### Logic cells by family, run 1

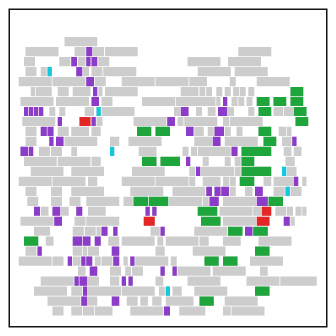
### The metal 3 layer, run 1

Bar = 20 um.
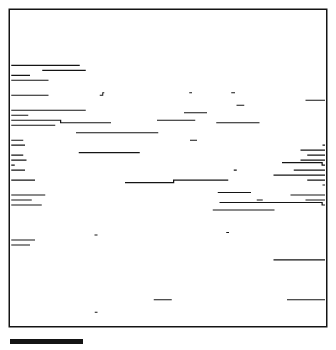
### Metal 2, run 1

Cells faint in the background.
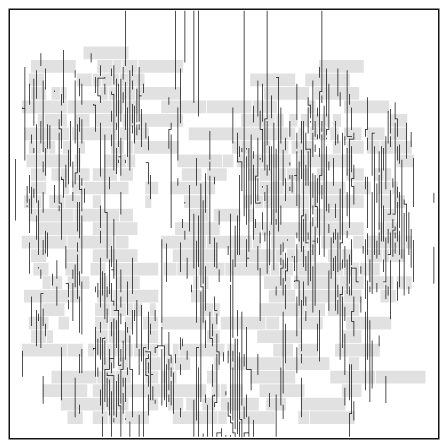
### Routing congestion map, run 1

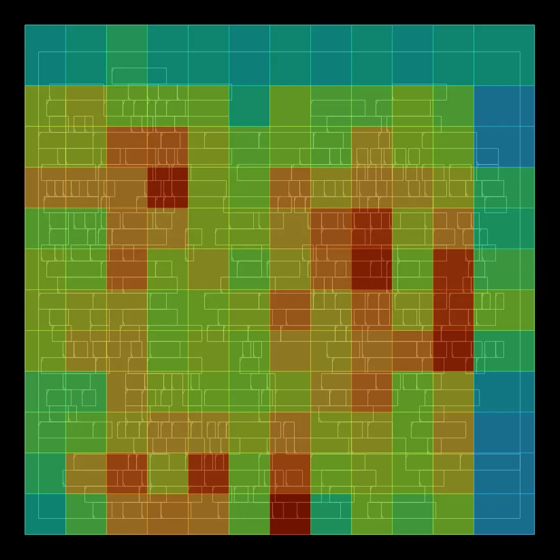
--- src/rtl/pipeline_ctrl_if.sv ---
// ---------------------------------------------------------------------------
// pipeline_ctrl_if
// Bundles the signals exchanged between the pipeline sequencer and the
// datapath of the 5-stage cpu. The sequencer takes the slave modport and the
// datapath (or a testbench) takes the master modport.
//
// Signals driven by the datapath (master -> slave):
//   id_rn, id_rd             register indices of the instruction in ID
//   id_uses_rn, id_uses_rd   ID instruction reads Rn / Rd
//   id_writes_rd             ID instruction writes Rd
//   ex_branch_taken          EX instruction is a taken branch
//   mem_busy                 memory stage has not finished this cycle
// Signals driven by the sequencer (slave -> master):
//   pc_en, pc_sel            PC load enable and select (1 = branch target)
//   if_en, id_en, ex_en, mem_en   stage latch enables
//   if_valid .. wb_valid     registered stage valid bits
//   wb_write, wb_rd          register-file write strobe and index
//   stall, flush             status of the current cycle
//   stall_count, flush_count saturating hazard counters for the debug port
// ---------------------------------------------------------------------------
interface pipeline_ctrl_if #(
    parameter int REG_ADDR_W = 4,
    parameter int CNT_W      = 16
);
    logic [REG_ADDR_W-1:0] id_rn;
    logic [REG_ADDR_W-1:0] id_rd;
    logic                  id_uses_rn;
    logic                  id_uses_rd;
    logic                  id_writes_rd;
    logic                  ex_branch_taken;
    logic                  mem_busy;

    logic                  pc_en;
    logic                  pc_sel;
    logic                  if_en;
    logic                  id_en;
    logic                  ex_en;
    logic                  mem_en;
    logic                  if_valid;
    logic                  id_valid;
    logic                  ex_valid;
    logic                  mem_valid;
    logic                  wb_valid;
    logic                  wb_write;
    logic [REG_ADDR_W-1:0] wb_rd;
    logic                  stall;
    logic                  flush;
    logic [CNT_W-1:0]      stall_count;
    logic [CNT_W-1:0]      flush_count;

    modport master (
        output id_rn, id_rd, id_uses_rn, id_uses_rd, id_writes_rd,
               ex_branch_taken, mem_busy,
        input  pc_en, pc_sel, if_en, id_en, ex_en, mem_en,
               if_valid, id_valid, ex_valid, mem_valid, wb_valid,
               wb_write, wb_rd, stall, flush, stall_count, flush_count
    );

    modport slave (
        input  id_rn, id_rd, id_uses_rn, id_uses_rd, id_writes_rd,
               ex_branch_taken, mem_busy,
        output pc_en, pc_sel, if_en, id_en, ex_en, mem_en,
               if_valid, id_valid, ex_valid, mem_valid, wb_valid,
               wb_write, wb_rd, stall, flush, stall_count, flush_count
    );
endinterface

--- src/rtl/pipeline_ctrl.sv ---
// ---------------------------------------------------------------------------
// pipeline_ctrl
// Central sequencer for the 5-stage cpu pipeline (IF, ID, EX, MEM, WB).
// Tracks one valid bit per stage and a per-register pending scoreboard,
// stalls ID on RAW/WAW hazards, flushes IF/ID on a taken branch in EX and
// freezes IF..MEM while memory is busy. No forwarding: a register stays
// pending until its producer has completed WB.
//
// Ports:
//   clk      clock, all state updates on the rising edge
//   nreset   asynchronous active-low reset
//   bus      pipeline_ctrl_if.slave, carrying ID register usage, branch and
//            memory status in, and stage enables, PC control, valid bits,
//            WB write strobe, stall/flush status and counters out
// ---------------------------------------------------------------------------
module pipeline_ctrl #(
    parameter int REG_COUNT  = 16,
    parameter int REG_ADDR_W = 4,
    parameter int CNT_W      = 16
) (
    input  logic             clk,
    input  logic             nreset,
    pipeline_ctrl_if.slave   bus
);

    logic                  if_valid_q;
    logic                  id_valid_q;
    logic                  ex_valid_q;
    logic                  mem_valid_q;
    logic                  wb_valid_q;
    logic                  ex_write_q;
    logic [REG_ADDR_W-1:0] ex_rd_q;
    logic                  mem_write_q;
    logic [REG_ADDR_W-1:0] mem_rd_q;
    logic                  wb_write_q;
    logic [REG_ADDR_W-1:0] wb_rd_q;
    logic [REG_COUNT-1:0]  pend;
    logic [CNT_W-1:0]      stall_count_q;
    logic [CNT_W-1:0]      flush_count_q;

    logic hazard;
    logic flush_c;
    logic stall_c;
    logic issue;
    logic front_en;
    logic wb_write_c;

    // Hazard detection and cycle classification. A flush outranks a hazard
    // so that the squashed ID instruction never stalls or issues, and a busy
    // memory stage suppresses both so nothing is counted while frozen.
    always_comb begin
        hazard     = 1'b0;
        flush_c    = 1'b0;
        stall_c    = 1'b0;
        issue      = 1'b0;
        front_en   = 1'b0;
        wb_write_c = 1'b0;

        hazard = id_valid_q &
                 ((bus.id_uses_rn   & pend[bus.id_rn]) |
                  (bus.id_uses_rd   & pend[bus.id_rd]) |
                  (bus.id_writes_rd & pend[bus.id_rd]));
        flush_c    = ex_valid_q & bus.ex_branch_taken & ~bus.mem_busy;
        stall_c    = hazard & ~flush_c & ~bus.mem_busy;
        issue      = id_valid_q & ~hazard & ~flush_c & ~bus.mem_busy;
        front_en   = ~bus.mem_busy & (flush_c | ~hazard);
        wb_write_c = wb_valid_q & wb_write_q;
    end

    assign bus.pc_en       = front_en;
    assign bus.if_en       = front_en;
    assign bus.id_en       = front_en;
    assign bus.pc_sel      = flush_c;
    assign bus.ex_en       = ~bus.mem_busy;
    assign bus.mem_en      = ~bus.mem_busy;
    assign bus.stall       = stall_c;
    assign bus.flush       = flush_c;
    assign bus.wb_write    = wb_write_c;
    assign bus.wb_rd       = wb_rd_q;
    assign bus.if_valid    = if_valid_q;
    assign bus.id_valid    = id_valid_q;
    assign bus.ex_valid    = ex_valid_q;
    assign bus.mem_valid   = mem_valid_q;
    assign bus.wb_valid    = wb_valid_q;
    assign bus.stall_count = stall_count_q;
    assign bus.flush_count = flush_count_q;

    // Pipeline state: valid bits, destination tags travelling EX->MEM->WB,
    // the pending-register scoreboard and the debug counters. A busy memory
    // stage freezes IF..MEM and drops a bubble into WB; otherwise MEM and WB
    // always advance, and the front end is governed by flush/stall.
    always_ff @(posedge clk or negedge nreset) begin
        if (!nreset) begin
            if_valid_q    <= 1'b0;
            id_valid_q    <= 1'b0;
            ex_valid_q    <= 1'b0;
            mem_valid_q   <= 1'b0;
            wb_valid_q    <= 1'b0;
            ex_write_q    <= 1'b0;
            ex_rd_q       <= '0;
            mem_write_q   <= 1'b0;
            mem_rd_q      <= '0;
            wb_write_q    <= 1'b0;
            wb_rd_q       <= '0;
            pend          <= '0;
            stall_count_q <= '0;
            flush_count_q <= '0;
        end else begin
            if (bus.mem_busy) begin
                wb_valid_q <= 1'b0;
            end else begin
                mem_valid_q <= ex_valid_q;
                mem_write_q <= ex_write_q;
                mem_rd_q    <= ex_rd_q;
                wb_valid_q  <= mem_valid_q;
                wb_write_q  <= mem_write_q;
                wb_rd_q     <= mem_rd_q;

                if (flush_c) begin
                    if_valid_q <= 1'b0;
                    id_valid_q <= 1'b0;
                    ex_valid_q <= 1'b0;
                    ex_write_q <= 1'b0;
                end else if (stall_c) begin
                    ex_valid_q <= 1'b0;
                    ex_write_q <= 1'b0;
                end else begin
                    if_valid_q <= 1'b1;
                    id_valid_q <= if_valid_q;
                    ex_valid_q <= issue;
                    ex_write_q <= issue & bus.id_writes_rd;
                    ex_rd_q    <= bus.id_rd;
                end
            end

            // The set is written after the clear so a same-register
            // collision leaves the register pending.
            if (wb_write_c) begin
                pend[wb_rd_q] <= 1'b0;
            end
            if (issue && bus.id_writes_rd) begin
                pend[bus.id_rd] <= 1'b1;
            end

            if (stall_c && (stall_count_q != {CNT_W{1'b1}})) begin
                stall_count_q <= stall_count_q + 1'b1;
            end
            if (flush_c && (flush_count_q != {CNT_W{1'b1}})) begin
                flush_count_q <= flush_count_q + 1'b1;
            end
        end
    end

endmodule

--- src/flat_wrapper.sv ---
// flat-port wrapper written by rule: the top's interface ports become plain ports
module pipeline_ctrl_flat 
#(
    parameter int REG_COUNT  = 16,
    parameter int REG_ADDR_W = 4,
    parameter int CNT_W      = 16
)
  (clk, nreset, bus_id_rn, bus_id_rd, bus_id_uses_rn, bus_id_uses_rd, bus_id_writes_rd, bus_ex_branch_taken, bus_mem_busy, bus_pc_en, bus_pc_sel, bus_if_en, bus_id_en, bus_ex_en, bus_mem_en, bus_if_valid, bus_id_valid, bus_ex_valid, bus_mem_valid, bus_wb_valid, bus_wb_write, bus_wb_rd, bus_stall, bus_flush, bus_stall_count, bus_flush_count);
  pipeline_ctrl_if #(.REG_ADDR_W(REG_ADDR_W), .CNT_W(CNT_W)) bus_i ();
  input  logic clk;
  input  logic nreset;
  input wire logic [$bits(bus_i.id_rn)-1:0] bus_id_rn;
  input wire logic [$bits(bus_i.id_rd)-1:0] bus_id_rd;
  input wire logic [$bits(bus_i.id_uses_rn)-1:0] bus_id_uses_rn;
  input wire logic [$bits(bus_i.id_uses_rd)-1:0] bus_id_uses_rd;
  input wire logic [$bits(bus_i.id_writes_rd)-1:0] bus_id_writes_rd;
  input wire logic [$bits(bus_i.ex_branch_taken)-1:0] bus_ex_branch_taken;
  input wire logic [$bits(bus_i.mem_busy)-1:0] bus_mem_busy;
  output wire logic [$bits(bus_i.pc_en)-1:0] bus_pc_en;
  output wire logic [$bits(bus_i.pc_sel)-1:0] bus_pc_sel;
  output wire logic [$bits(bus_i.if_en)-1:0] bus_if_en;
  output wire logic [$bits(bus_i.id_en)-1:0] bus_id_en;
  output wire logic [$bits(bus_i.ex_en)-1:0] bus_ex_en;
  output wire logic [$bits(bus_i.mem_en)-1:0] bus_mem_en;
  output wire logic [$bits(bus_i.if_valid)-1:0] bus_if_valid;
  output wire logic [$bits(bus_i.id_valid)-1:0] bus_id_valid;
  output wire logic [$bits(bus_i.ex_valid)-1:0] bus_ex_valid;
  output wire logic [$bits(bus_i.mem_valid)-1:0] bus_mem_valid;
  output wire logic [$bits(bus_i.wb_valid)-1:0] bus_wb_valid;
  output wire logic [$bits(bus_i.wb_write)-1:0] bus_wb_write;
  output wire logic [$bits(bus_i.wb_rd)-1:0] bus_wb_rd;
  output wire logic [$bits(bus_i.stall)-1:0] bus_stall;
  output wire logic [$bits(bus_i.flush)-1:0] bus_flush;
  output wire logic [$bits(bus_i.stall_count)-1:0] bus_stall_count;
  output wire logic [$bits(bus_i.flush_count)-1:0] bus_flush_count;
  assign bus_i.id_rn = bus_id_rn;
  assign bus_i.id_rd = bus_id_rd;
  assign bus_i.id_uses_rn = bus_id_uses_rn;
  assign bus_i.id_uses_rd = bus_id_uses_rd;
  assign bus_i.id_writes_rd = bus_id_writes_rd;
  assign bus_i.ex_branch_taken = bus_ex_branch_taken;
  assign bus_i.mem_busy = bus_mem_busy;
  assign bus_pc_en = bus_i.pc_en;
  assign bus_pc_sel = bus_i.pc_sel;
  assign bus_if_en = bus_i.if_en;
  assign bus_id_en = bus_i.id_en;
  assign bus_ex_en = bus_i.ex_en;
  assign bus_mem_en = bus_i.mem_en;
  assign bus_if_valid = bus_i.if_valid;
  assign bus_id_valid = bus_i.id_valid;
  assign bus_ex_valid = bus_i.ex_valid;
  assign bus_mem_valid = bus_i.mem_valid;
  assign bus_wb_valid = bus_i.wb_valid;
  assign bus_wb_write = bus_i.wb_write;
  assign bus_wb_rd = bus_i.wb_rd;
  assign bus_stall = bus_i.stall;
  assign bus_flush = bus_i.flush;
  assign bus_stall_count = bus_i.stall_count;
  assign bus_flush_count = bus_i.flush_count;
  pipeline_ctrl #(.REG_COUNT(REG_COUNT), .REG_ADDR_W(REG_ADDR_W), .CNT_W(CNT_W)) u_core (.clk(clk), .nreset(nreset), .bus(bus_i));
endmodule
--- config.mk ---
export PLATFORM = sky130hd
export DESIGN_NAME = pipeline_ctrl_flat
export DESIGN_NICKNAME = d
export VERILOG_FILES = /design/src/rtl/pipeline_ctrl_if.sv /design/src/rtl/pipeline_ctrl.sv /design/src/flat_wrapper.sv
export SDC_FILE = /design/constraint.sdc
export NUM_CORES = 1
export LEC_CHECK = 0
export CORE_MARGIN = 2
export CORE_UTILIZATION = 50
export CTS_CLUSTER_SIZE = 30
export DETAILED_ROUTE_END_ITERATION = 16
export DONT_BUFFER_PORTS = 1
export PLACE_DENSITY = 0.74
export SYNTH_ARGS = -nofsm -noshare
export SYNTH_HDL_FRONTEND = slang
export SYNTH_SLANG_ARGS = --single-unit
--- constraint.sdc ---
create_clock -name clk -period 3.3 [get_ports clk]
set_input_delay 0.495 -clock clk [delete_from_list [all_inputs] [get_ports clk]]
set_output_delay 0.495 -clock clk [all_outputs]
set_load 0.05 [all_outputs]
==> out/results.txt, run 1 <==
Placement Setup Slack - 0.6328 ns
initial antenna violation count - 0
clock buffer depth - 2
slowest cell on the critical path - mux4_2
Area after DPL - 3488 um^2
pins over their slew limit - 0
core area - 6422 um^2
# setup viols final - 0
Design Area, Final - 3706 um^2
Flop area - 1702 um^2
buffer share of cell area - 2.903%
number of non-clock buffers - 10
Nets - 339
PostCTS Resize Cnt - 0
Flops - 68
pwr/cell area - 652.7 nW/um^2
root buf cell - clkbuf_8
FFs w/ async S/R, synth - 100.0%
Hold Violations, Final - 0
Top Layer Used - met4
DRT antenna net count - 0
XOR/XNOR Fraction of Synth Area - 7.786%
Chip Width - 86.15 um
multi-input gates - 227
kind of critical path - register to output port
Pwr Total - 2.419 mW
Tot GR Track Use - 21.59%
area reported by Yosys stat - 3374 um^2
top cell category - registers
Comb/total area - 42.84%
Die Size - 7422 um^2
RD Place Congestion - 0.8999
initial DRC count - 110
worst min-delay path category - primary input to async pin
M1 WL - 3186 um
Signal inverters - 6
element type at the critical path end - output port
met3 usage - 6.064%
Seq share, synth - 50.43%
FILL cells - 540
Residual DRC - 0
status - completed
most common logic cell in the routed design - dfrtp_1
Final WS setup - 0.4137 ns
min cycle time layout - 2.886 ns
FP Core Util - 52.54%
global route overflow - 0
Antenna Cells - 0
post-CTS setup buffers - 0
CP required - 2.80 ns
crit start category - register
FF-to-FF Start - u_core.pend[7]
switching power - 0.9255 mW
Top non-seq family - simple AND/OR/NAND/NOR gates
Mapped Cells - 314
Comb group - 0.421 mW
TritonRoute pass-1 iters - 4
cts hold-fix bufs - 1
area share, top type - 50.43%
worst endpoint data arrival time - 2.39 ns
Final HPWL DP - 5148 um
met3 WL - 437 um
max incr delay on CP - 0.48 ns
Static Leak - 1.534 nW
setup TNS - 0 ns
fmax - 346.5 MHz
fin cells - 403
Gate Area - 1588 um^2
Die Y - 86.15 um
sequential power share - 55.0%
Top area cell types - dfrtp_1 50%, xnor2_1 6.2%, o21ai_0 5.0%
DR vias/cell - 6.022
clk cell area share - 5.132%
final worst path period share - 87.46%
sw frac - 38.26%
most numerous cell in the Yosys netlist - dfrtp_1
ys flop type - dfrtp_1
P&R area growth vs syn - 9.826%
crit path to - bus_id_en
layout cells sized above 1 - 15.34%
global-route wire length before repair - 12470 um
total number of vias - 2427
Yosys Instances - 314
FF-to-FF End - u_core.ex_rd_q[1]
Clk pwr share - 27.6%
layout clock buffer count - 10
Met2 Wirelength - 3506 um
Peak VDD IR - 498.1 uV
MUX area fraction - 10.75%
About 'Logic cells by family':
| color | family | cells |
|---|---|---|
| red | AND-OR and OR-AND gates | 4 |
| purple | NAND gates | 70 |
| green | multiplexers | 30 |
| cyan | inverters | 6 |

About 'The metal 3 layer':
longest straight run: 27.8 um
share of all routed wire: 6.1%
wire length on this layer: 437 um
main direction: horizontal
nets with wire on the layer: 43

About 'Metal 2':
main direction: vertical
nets with wire on the layer: 296
share of all routed wire: 49%

About 'Routing congestion map':
Routed wire per std cell: 17.92 um
met1 Usage GRT: 28.72%

### Where the registers sit, run 1

Other sequential cells in the stronger gray, the rest of the logic in the fainter gray.
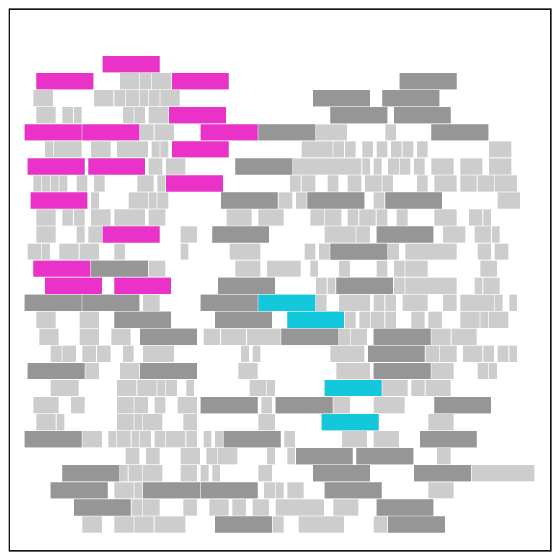

==> run 2, diff against run 1 <==
PLACE_DENSITY = 0.77   (was 0.74)
clock period = 2.51 ns   (was 3.3 ns; I/O delays follow)
### Where the registers sit, run 2

Other sequential cells in the stronger gray, the rest of the logic in the fainter gray.
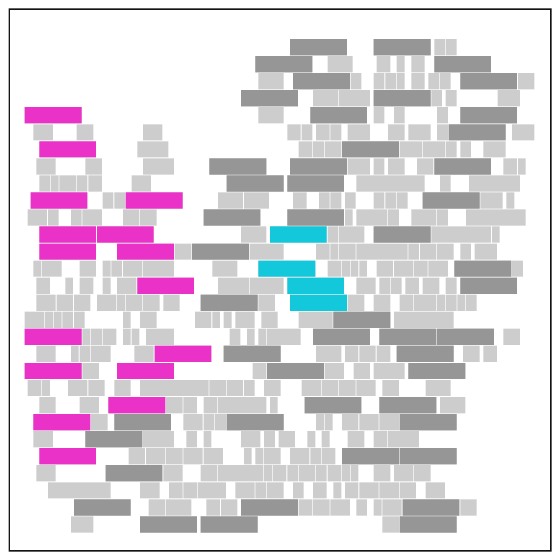
| color | netlist name | sequential cells |
|---|---|---|
| magenta | `u_core.bus.flush_count` | 16 |
| cyan | `u_core.ex_rd_q` | 4 |
not colored: 48

==> run 2 against run 1 <==
  * Via count up 7.1%
  * Sequential power is about 10% higher
  * Cell area grew 9.2%
  * Synthesized cell count did not move
  * Wire length increased by 6.4%
  * Cell count up 8.4%
  * Synthesized area unchanged
  * Worst setup slack worse by 0.41 ns
  * Global-route usage grew 0.82 points
  * Worst hold slack better by 0.082 ns
  * Utilization grew 5.3 points
  * Clock power rose by 51%
  * Largest cell class unchanged
  * Highest routed layer unchanged
==> out/results.txt, run 2 <==
TritonRoute pass-1 iters - 6
Seq share, synth - 50.43%
Nets - 372
fmax - 399.4 MHz
number of non-clock buffers - 43
layout cells sized above 1 - 24.44%
Yosys Instances - 314
clk cell area share - 5.566%
FF-to-FF Start - u_core.pend[7]
Peak VDD IR - 617.7 uV
sw frac - 37.79%
FILL cells - 484
clock buffer depth - 2
sequential power share - 43.9%
post-CTS setup buffers - 2
Residual DRC - 0
MUX area fraction - 10.75%
Top Layer Used - met4
P&R area growth vs syn - 19.91%
M1 WL - 3235 um
status - completed
initial DRC count - 245
global-route wire length before repair - 12940 um
Comb group - 0.915 mW
Final WS setup - 0.005952 ns
Flops - 68
Met2 Wirelength - 3704 um
Static Leak - 1.703 nW
tool warnings - 29
DR vias/cell - 5.950
Synth flops - 68
Antenna Cells - 0
Routed wire per std cell - 17.59 um
hold_sp - bus_mem_busy
final worst path period share - 99.76%
FFs w/ async S/R, synth - 100.0%
element type at the critical path end - output port
pwr/cell area - 849.1 nW/um^2
Adder-Cell Fraction of Synth Area - 0.7416%
pins over their slew limit - 0
max incr delay on CP - 0.50 ns
PostCTS Resize Cnt - 2
worst min-delay path category - primary input to register
met1 Usage GRT - 28.54%
met3 usage - 5.486%
top cell category - registers
# setup viols final - 0
Worst Reg2Reg Path Length in Cells - 6
Signal inverters - 6
Chip Width - 86.15 um
most numerous cell in the Yosys netlist - dfrtp_1
most frequent CP cell - o2111ai_4
min cycle time layout - 2.504 ns
Basic Gates by Area - 17.76%
FP Core Util - 52.54%
FF-to-FF End - u_core.ex_rd_q[0]
switching power - 1.298 mW
slowest cell on the critical path - mux4_2
initial antenna violation count - 0
met3 WL - 560 um
RSZ-0062 raised after global routing - true
Max-slew headroom - 50.70%
Design Area, Final - 4046 um^2
Area after DPL - 3739 um^2
crit start category - register
seq pwr - 1.51 mW
Comb/total area - 40.41%
multi-input gates - 227
setup TNS - 0 ns
kind of critical path - register to output port
Clk pwr share - 29.5%
Die Size - 7422 um^2
layout clock buffer count - 9
Top non-seq family - simple AND/OR/NAND/NOR gates
ys flop type - dfrtp_1
Late-Pin Clk Latency - 0.35 ns
CTS Buf Count - 9
Placement Setup Slack - 0.1355 ns
worst endpoint data arrival time - 2.13 ns
Hold Violations, Final - 0
CP required - 2.13 ns
core area - 6422 um^2
fin cells - 437
RD Place Congestion - 0.9028
Top area cell types - dfrtp_1 50%, xnor2_1 6.2%, o21ai_0 5.0%
most common logic cell in the routed design - dfrtp_1
Tot GR Track Use - 22.41%
Die Y - 86.15 um
DRT antenna net count - 0
area share, top type - 50.43%
area reported by Yosys stat - 3374 um^2
Pwr Total - 3.436 mW
Final HPWL DP - 5525 um
root buf cell - clkbuf_8
Mapped Cells - 314
buffer share of cell area - 8.844%
XOR/XNOR Fraction of Synth Area - 7.786%
total number of vias - 2600
hold endpoint - u_core.bus.wb_valid
cts hold-fix bufs - 2
crit path to - bus_pc_en
Flop area - 1702 um^2
==> run 3, diff against run 2 <==
ABC_CLOCK_PERIOD_IN_PS = 2510   (was default)
### The metal 3 layer, run 3

Bar = 20 um.
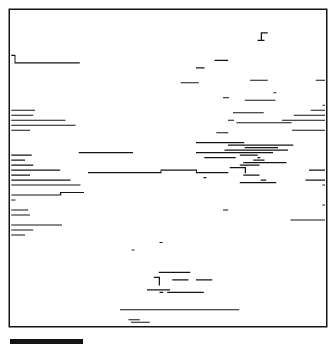
share of all routed wire: 7.3%
longest straight run: 32.2 um

==> run 3 against run 2 <==
  * Synthesized cell count did not move
  * Largest power group unchanged
  * Cell count is the same
  * Maximum frequency unchanged
  * Sequential cell count is the same
==> out/results.txt, run 3 <==
status - completed
RD Place Congestion - 0.9028
kind of critical path - register to output port
most common logic cell in the routed design - dfrtp_1
Hold Violations, Final - 0
Top area cell types - dfrtp_1 50%, xnor2_1 6.2%, o21ai_0 5.0%
tap cells - 77
crit path to - bus_pc_en
Yosys Instances - 314
Synth flops - 68
met3 usage - 5.486%
Antenna Cells - 0
max incr delay on CP - 0.50 ns
initial DRC count - 245
Die Y - 86.15 um
RSZ-0062 raised after global routing - true
crit start category - register
element type at the critical path end - output port
Static Leak - 1.703 nW
largest net degree at the start of global routing - 69
root buf cell - clkbuf_8
TritonRoute pass-1 iters - 6
Late-Pin Clk Latency - 0.35 ns
Routed wire per std cell - 17.59 um
hold path cells - 1
Flop area - 1702 um^2
final worst path period share - 99.76%
Die Size - 7422 um^2
Flops - 68
Design Area, Final - 4046 um^2
clock sinks - 68
MUX area fraction - 10.75%
clock buffer depth - 2
core area - 6422 um^2
tool warnings - 29
CTS Buf Count - 9
sw frac - 37.79%
Area after DPL - 3739 um^2
layout clock buffer count - 9
Met2 Wirelength - 3704 um
Nets - 372
slowest cell on the critical path - mux4_2
Chip Width - 86.15 um
FF-to-FF Start - u_core.pend[7]
# setup viols final - 0
Worst Reg2Reg Path Length in Cells - 6
Final WS setup - 0.005952 ns
total number of vias - 2600
Mapped Cells - 314
CP delay by family, top - AND-OR/OR-AND gates
CP required - 2.13 ns
Slew @ Worst Pin - 0.7396 ns
most frequent CP cell - o2111ai_4
# IOs - 65
switching power - 1.298 mW
Internal - 2.137 mW
FP Core Util - 52.54%
post-CTS setup buffers - 2
Pwr Total - 3.436 mW
flop share of the area - 42.05%
flip-flops with a built-in enable - 0
Clk pwr share - 29.5%
Top Layout Cells - 68 x dfrtp_1, 40 x buf_4, 34 x o21ai_0
Seq share, synth - 50.43%
seq pwr - 1.51 mW
P&R area growth vs syn - 19.91%
area reported by Yosys stat - 3374 um^2
global-route wire length before repair - 12940 um
buffer share of cell area - 8.844%
initial antenna violation count - 0
Final HPWL DP - 5525 um
Comb/total area - 40.41%
min cycle time layout - 2.504 ns
M1 WL - 3235 um
Signal inverters - 6
CP Max Fanout - 3
Max-slew headroom - 50.70%
top cell category - registers
Post-Route WL - 7686 um
area share, top type - 50.43%
layout cells sized above 1 - 24.44%
depth of the CTS H-tree - 3
Peak VDD IR - 617.7 uV
DR vias/cell - 5.950
FFs w/ async S/R, synth - 100.0%
clk cell area share - 5.566%
Logic pwr share - 26.6%
list of most frequent post-synthesis cells - 68 x dfrtp_1, 34 x o21ai_0, 29 x nand2_1, 24 x xnor2_1, 18 x nand3_1
hold_sp - bus_mem_busy
critical path depth - 5
most numerous cell in the Yosys netlist - dfrtp_1
Comb group - 0.915 mW
Residual DRC - 0
worst endpoint data arrival time - 2.13 ns
Placement Setup Slack - 0.1355 ns
PostCTS Resize Cnt - 2
pwr/cell area - 849.1 nW/um^2
worst min-delay path category - primary input to register
met3 WL - 560 um
cts hold-fix bufs - 2
setup TNS - 0 ns
met1 Usage GRT - 28.54%
Gate Area - 1635 um^2
number of non-clock buffers - 43
hold endpoint - u_core.bus.wb_valid
DRT antenna net count - 0
fmax - 399.4 MHz
FILL cells - 484
Top non-seq family - simple AND/OR/NAND/NOR gates
XOR/XNOR Fraction of Synth Area - 7.786%
Basic Gates by Area - 17.76%
yosys warning tally - 0
pins over their slew limit - 0
Adder-Cell Fraction of Synth Area - 0.7416%
sequential power share - 43.9%
FF-to-FF End - u_core.ex_rd_q[0]
multi-input gates - 227
Top Layer Used - met4
global route overflow - 0
fin cells - 437
ys flop type - dfrtp_1
Tot GR Track Use - 22.41%
final core occ - 63.00%
routing layer with the top usage in global route - met2
No activity file was given, so power comes from the tool's default toggle rates.
